[config.mk]
export PLATFORM = sky130hd
export DESIGN_NAME = solo_squash_ctrl
export DESIGN_NICKNAME = d
export VERILOG_FILES = /design/src/rtl/solo_squash_pkg.sv /design/src/rtl/ssq_debounce.sv /design/src/rtl/solo_squash_ctrl.sv
export SDC_FILE = /design/constraint.sdc
export NUM_CORES = 1
export LEC_CHECK = 0
export CAP_MARGIN = 10
export CORE_MARGIN = 4
export CORE_UTILIZATION = 40
export CTS_BUF_LIST = sky130_fd_sc_hd__clkbuf_4
export CTS_CLUSTER_DIAMETER = 30
export CTS_CLUSTER_SIZE = 30
export DETAILED_ROUTE_END_ITERATION = 6
export PLACE_DENSITY = 0.74
export SKIP_CTS_REPAIR_TIMING = 1
export SYNTH_ARGS = -nofsm -noshare
export SYNTH_HDL_FRONTEND = slang
export SYNTH_SLANG_ARGS = --single-unit
[constraint.sdc]
create_clock -name wb_clk_i -period 2.1 [get_ports wb_clk_i]
set_clock_uncertainty 0.05 [all_clocks]
set_input_delay 0.21 -clock wb_clk_i [delete_from_list [all_inputs] [get_ports wb_clk_i]]
set_output_delay 0.21 -clock wb_clk_i [all_outputs]
set_load 0.005 [all_outputs]
[src/rtl/solo_squash_pkg.sv]
// Shared types and constants for the solo_squash power-up sequencer.
package solo_squash_pkg;

   typedef enum logic {
      WAIT_READY = 1'b0,
      RUN        = 1'b1
   } ssq_state_t;

   // Pad output-enable bars: all drivers off / all drivers on.
   localparam logic [5:0] SSQ_OEB_OFF = 6'h3F;
   localparam logic [5:0] SSQ_OEB_ON  = 6'h00;

   // Slot of each button in the conditioned key vector.
   localparam int KEY_PAUSE    = 0;
   localparam int KEY_NEW_GAME = 1;
   localparam int KEY_UP       = 2;
   localparam int KEY_DOWN     = 3;
   localparam int NUM_KEYS     = 4;

endpackage

[src/rtl/ssq_debounce.sv]
// One button: 2-flop synchroniser followed by an optional hold-off counter.
// Build macro SSQ_DEBOUNCE_EN enables the counter; without it the held
// level is simply the synchronised pin.
module ssq_debounce
   import solo_squash_pkg::*;
#(
   parameter int DEBOUNCE_BITS = 16
) (
   input  logic clk,
   input  logic rst_n,
   input  logic pin,
   output logic stable
);

   logic [1:0] sync;

   // Bring the raw active-low pin into the clock domain; idle level is 1.
   always_ff @(posedge clk or negedge rst_n) begin
      if (!rst_n) sync <= 2'b11;
      else        sync <= {sync[0], pin};
   end

`ifdef SSQ_DEBOUNCE_EN
   logic [DEBOUNCE_BITS-1:0] cnt;
   logic                     held;

   // Accept a new level only after it has disagreed with the held level for
   // a full counter wrap; any agreeing cycle restarts the wait.
   always_ff @(posedge clk or negedge rst_n) begin
      if (!rst_n) begin
         held <= 1'b1;
         cnt  <= '0;
      end else if (sync[1] == held) begin
         cnt  <= '0;
      end else if (&cnt) begin
         held <= sync[1];
         cnt  <= '0;
      end else begin
         cnt  <= cnt + 1'b1;
      end
   end

   assign stable = held;
`else
   // Keeps the width parameter referenced when the counter is compiled out.
   localparam int unused_debounce_bits = DEBOUNCE_BITS;

   assign stable = sync[1];
`endif

endmodule

[src/rtl/solo_squash_ctrl.sv]
// Power-up sequencer and button conditioner for the solo_squash core.
// Holds the core in reset with pads tri-stated until gpio_ready has been
// stable for READY_HOLD cycles. Build macro SSQ_DEBOUNCE_EN selects
// debounced keys (see ssq_debounce).
module solo_squash_ctrl
   import solo_squash_pkg::*;
#(
   parameter int DEBOUNCE_BITS = 16,
   parameter int READY_HOLD    = 256
) (
   input  logic       wb_clk_i,
   input  logic       sys_reset_n,
   input  logic       gpio_ready,
   input  logic       pause_n,
   input  logic       new_game_n,
   input  logic       up_key_n,
   input  logic       down_key_n,
   output logic       design_reset,
   output logic       pause,
   output logic       up_key,
   output logic       down_key,
   output logic       new_game,
   output logic       debug_design_reset,
   output logic       debug_gpio_ready,
   output logic [5:0] design_oeb,
   output logic [1:0] debug_oeb
);

   localparam int             CW      = $clog2(READY_HOLD + 1);
   localparam logic [CW-1:0]  HOLD    = CW'(READY_HOLD);
   localparam logic [CW-1:0]  HOLD_M1 = CW'(READY_HOLD - 1);

   logic [1:0]          rdy_sync;
   logic                ready;
   logic [NUM_KEYS-1:0] pins;
   logic [NUM_KEYS-1:0] stable;
   logic [CW-1:0]       cnt;
   ssq_state_t          state, next;
   logic                ng_prev;
   logic [1:0]          dbg_oeb_q;

   // gpio_ready comes from the management SoC asynchronously; idle low.
   always_ff @(posedge wb_clk_i or negedge sys_reset_n) begin
      if (!sys_reset_n) rdy_sync <= 2'b00;
      else              rdy_sync <= {rdy_sync[0], gpio_ready};
   end
   assign ready = rdy_sync[1];

   assign pins[KEY_PAUSE]    = pause_n;
   assign pins[KEY_NEW_GAME] = new_game_n;
   assign pins[KEY_UP]       = up_key_n;
   assign pins[KEY_DOWN]     = down_key_n;

   for (genvar k = 0; k < NUM_KEYS; k++) begin : g_key
      ssq_debounce #(
         .DEBOUNCE_BITS (DEBOUNCE_BITS)
      ) u_db (
         .clk    (wb_clk_i),
         .rst_n  (sys_reset_n),
         .pin    (pins[k]),
         .stable (stable[k])
      );
   end

   // Count consecutive ready cycles; any low cycle restarts, saturate at HOLD.
   always_ff @(posedge wb_clk_i or negedge sys_reset_n) begin
      if (!sys_reset_n)    cnt <= '0;
      else if (!ready)     cnt <= '0;
      else if (cnt != HOLD) cnt <= cnt + 1'b1;
   end

   // State register.
   always_ff @(posedge wb_clk_i or negedge sys_reset_n) begin
      if (!sys_reset_n) state <= WAIT_READY;
      else              state <= next;
   end

   // Release on the edge the counter reaches HOLD; fall back on any ready drop.
   always_comb begin
      next         = state;
      design_reset = 1'b1;
      design_oeb   = SSQ_OEB_OFF;
      case (state)
         WAIT_READY: begin
            if (ready && cnt >= HOLD_M1) next = RUN;
         end
         RUN: begin
            design_reset = 1'b0;
            design_oeb   = SSQ_OEB_ON;
            if (!ready) next = WAIT_READY;
         end
         default: next = WAIT_READY;
      endcase
   end

   // Previous held new-game level for falling-edge detection.
   always_ff @(posedge wb_clk_i or negedge sys_reset_n) begin
      if (!sys_reset_n) ng_prev <= 1'b1;
      else              ng_prev <= stable[KEY_NEW_GAME];
   end

   // Debug pads stay tri-stated only while the system reset is asserted.
   always_ff @(posedge wb_clk_i or negedge sys_reset_n) begin
      if (!sys_reset_n) dbg_oeb_q <= 2'b11;
      else              dbg_oeb_q <= 2'b00;
   end

   // A press is only honoured in RUN, so a same-edge ready drop suppresses it.
   assign new_game = (state == RUN) && ng_prev && !stable[KEY_NEW_GAME];

   assign pause              = ~stable[KEY_PAUSE];
   assign up_key             = ~stable[KEY_UP];
   assign down_key           = ~stable[KEY_DOWN];
   assign debug_design_reset = design_reset;
   assign debug_gpio_ready   = ready;
   assign debug_oeb          = dbg_oeb_q;

endmodule

Figure 1. Clock wires, drivers and flops.
(10 px per um)
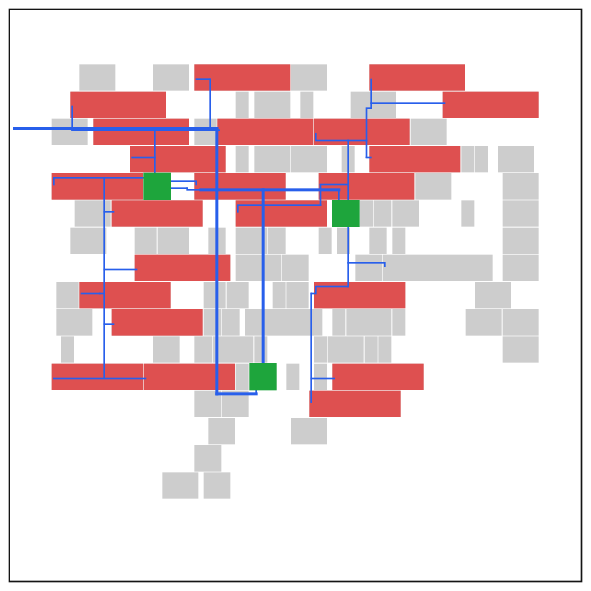
legend:
  cells driving clock nets:
    colour: green
    count: 3
  clock wires:
    colour: blue
    length: 247 um
  flip-flops:
    colour: red
    count: 22
routed clock nets: 4

Figure 2. Cell area per tile.
(4 px per um) The die is cut into 11 by 11 equal tiles; white is low, dark blue is high, 0 to 100% covered.
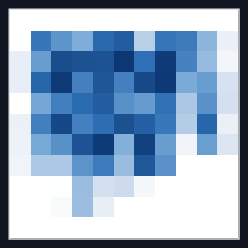
tiles over 75% full: 19%
fullest tile: 97%
densest ninth of the die: middle
nearly empty tiles: 35%

==> out/metrics.sh <==
ROUTEDWLPERCELL_UM=11.91
SYNTH.YOSYS.WARNINGS=0
GRT_ANTENNA_BEFORE_REPAIR=0
FINAL_NET_COUNT=112
WARNING_COUNT=27
WORST_SKEW_PAIR_LATENCY_NS=0.31
CLOCK_TREE_FROM_TRITONCTS='done'
SETUP.WORST_PATH.START_CLASS='flop'
ANTENNA_VIOLATING_NETS_POST_ROUTE=0
MET3_WIRELENGTH_UM=83
DRV_CAP=0
CTS.HTREE.LEVELS=1
CRIT_PATH_MAX_FANOUT=16
NUMCLOCKSINKS=22
GRT_PASS1_WL_MM=2.649
POST_SYNTH_XOR_AREA_FRACTION_PCT=1.818
FINALWORSTPATHREQUIREDPERIOD_NS=1.800
AREA.SHARE.SEQUENTIAL_PCT=46.88
LAYOUTNONFILLERINSTCOUNT=129
FF_LATCH_AREA_UM2=563.0
YOSYS.STAT.SEQSHARE_PCT=58.44
GRT_PASS1_VIAS=602
SYNTH-ASYNC-RESET-RATIO_PCT=100.0
LAYOUT.BUFFER.NONCLOCK.AREA_SHARE_PCT=18.13
TIMING.CRITICAL_PATH.SLOWEST_CELL_DELAY_NS=0.64
DETAIL_ROUTE.ITER0.VIOLATIONS=11
STATUS='finished clean'
REMAINING_GLOBAL_ROUTE_OVERFLOW=0
RATIO_OF_CELLS_WITH_DRIVE_ABOVE_1_IN_THE_FINAL_LAYOUT_PCT=17.82
SYNTH_CELL_TYPE_COUNT=26
BOUNDARYPINS=22
DIE_AREA_MM2=0.003258
COREAREA_MM2=0.002255
NUMCTSBUFFERS=3
DIE.SIZE.Y_UM=57.08
SETUP.WORST_PATH.START='rdy_sync[1]$_DFF_PN0_'
WL_MET2_UM=788
CP_CELL_SEQUENCE='clkdlybuf4s50_1'
BUFS_W_O_CLOCK=22
SYNTH-COMPOUND-AREA-SHARE_PCT=5.584
FIN_WORST_HOLD_SLACK_NS=0.1734
DP.FINAL_HPWL_MM=1.157
LAYOUT_TOP_CELL_EXCL_FILL_TAP='clkdlybuf4s50_1'
MET1WIRELENGTH_UM=619
HIGHEST_LAYER='met4'
MOSTFREQUENTLAYOUTCELLS='21 x clkdlybuf4s50_1, 12 x dfrtp_1, 10 x nand2_1, 10 x dfstp_2, 9 x inv_1'
NUMBER_OF_CELL_INSTANCES_ON_THE_WORST_REGISTER_TO_REGISTER_PATH=3
FP-ROW-COUNT=17
RSZ0062_AT_GRT='no'
ROUTE.DETAILED.VIAS_PER_INST=4.698
PATH_CLK_SLEW_NS=0.12
YS_CHIP_AREA_UM2=963.4
WORST-R2R-SETUP-SLACK_NS=0.50
POST-PLACE-CELLS=125
DR.PASS1.ITERS=4
CP_DATA_ARRIVAL_TIME_NS=1.54
AREA_DOMINANT_CLASS='sequential cells'
POWER_DENSITY_mW_PER_MM2=691.8
DRT-TOTAL-WL_MM=1.537
PLACEDINSTANCEAREA_MM2=0.001149
GRT_MAX_DEGREE=23
POST_SYNTH_AND_OR_NAND_NOR_AREA_FRACTION_PCT=16.23
FINAL_DESIGN_AREA_NO_FILL_MM2=0.001201
CLK_PATH_BUF_DEPTH=2
MUXSHAREOFSYNTHAREA_PCT=3.117
ANTENNADIODECOUNT=0
Figure 3. Supply network.
(8 px per um) Pins as bars on the die edge.
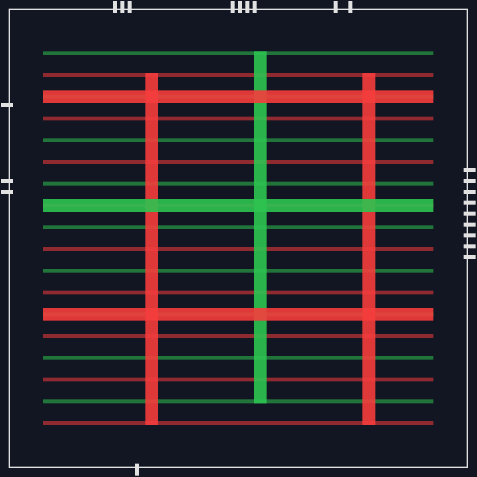
legend:
  VDD:
    colour: green
  VSS:
    colour: red
met5 straps: 3
met4 straps: 3
rows: 17

## worst reg2reg max path, stage by stage, from the launching register on
cell and delay, ns:
dfrtp_1 0.45, or4_4 0.54, nor4_4 0.27, mux2i_1 0.22
## metrics by stage
step	total power [W]	utilization, %	setup WS, ns
after floorplan	0.0004849	-	0.6132
after global placement	0.0005192	50.94	0.5675
after detailed placement	0.0005221	50.94	0.5209
after CTS	0.0008415	53.27	0.2657
after global routing	0.0008638	53.27	0.1828
final	0.0008310	53.27	0.2997
## routing by layer
| layer | track usage [%] | vias to the layer above |
|---|---|---|
| met3 | 3.394 | 4 |
| met4 | 6.954 | 0 |
| met5 | 0 | - |
| met2 | 17.94 | 15 |
| met1 | 11.65 | 285 |
| li1 | - | 302 |
## synthesized netlist by cell type, types with 3 or more instances
master	n	area share, %
dfstp_2	10	27
dfrtp_1	12	31
buf_4	9	7.0
ha_1	3	3.9
mux2i_1	3	3.1
nand3_1	5	2.6
nand2_1	10	3.9
inv_1	9	3.5
## cell families (layout without fill, tap and decap cells)
| logic type | after synthesis | in the layout |
|---|---|---|
| AND/OR/NAND/NOR | 27 | 27 |
| other | 1 | 1 |
| XOR/XNOR | 2 | 2 |
| buffers and inverters | 18 | 35 |
| AND-OR/OR-AND | 8 | 8 |
| multiplexers | 3 | 3 |
| flip-flops | 22 | 22 |
| adder cells (fa/ha/maj) | 3 | 3 |
## sequential cells by signal (all words and copies together) (netlist names)
register         cells
g_key.u_db.sync      8
state                1
rdy_sync             2
cnt                  9
debug_oeb            1
ng_prev              1
## where the power goes
group / switching, W / leakage, nW / internal [W]
Sequential: 0.0000163 / 0.266 / 0.000447
Combinational: 0.0000210 / 0.224 / 0.0000287
Clock: 0.000125 / 0.0279 / 0.000193
Power and IR drop assume default switching activity.
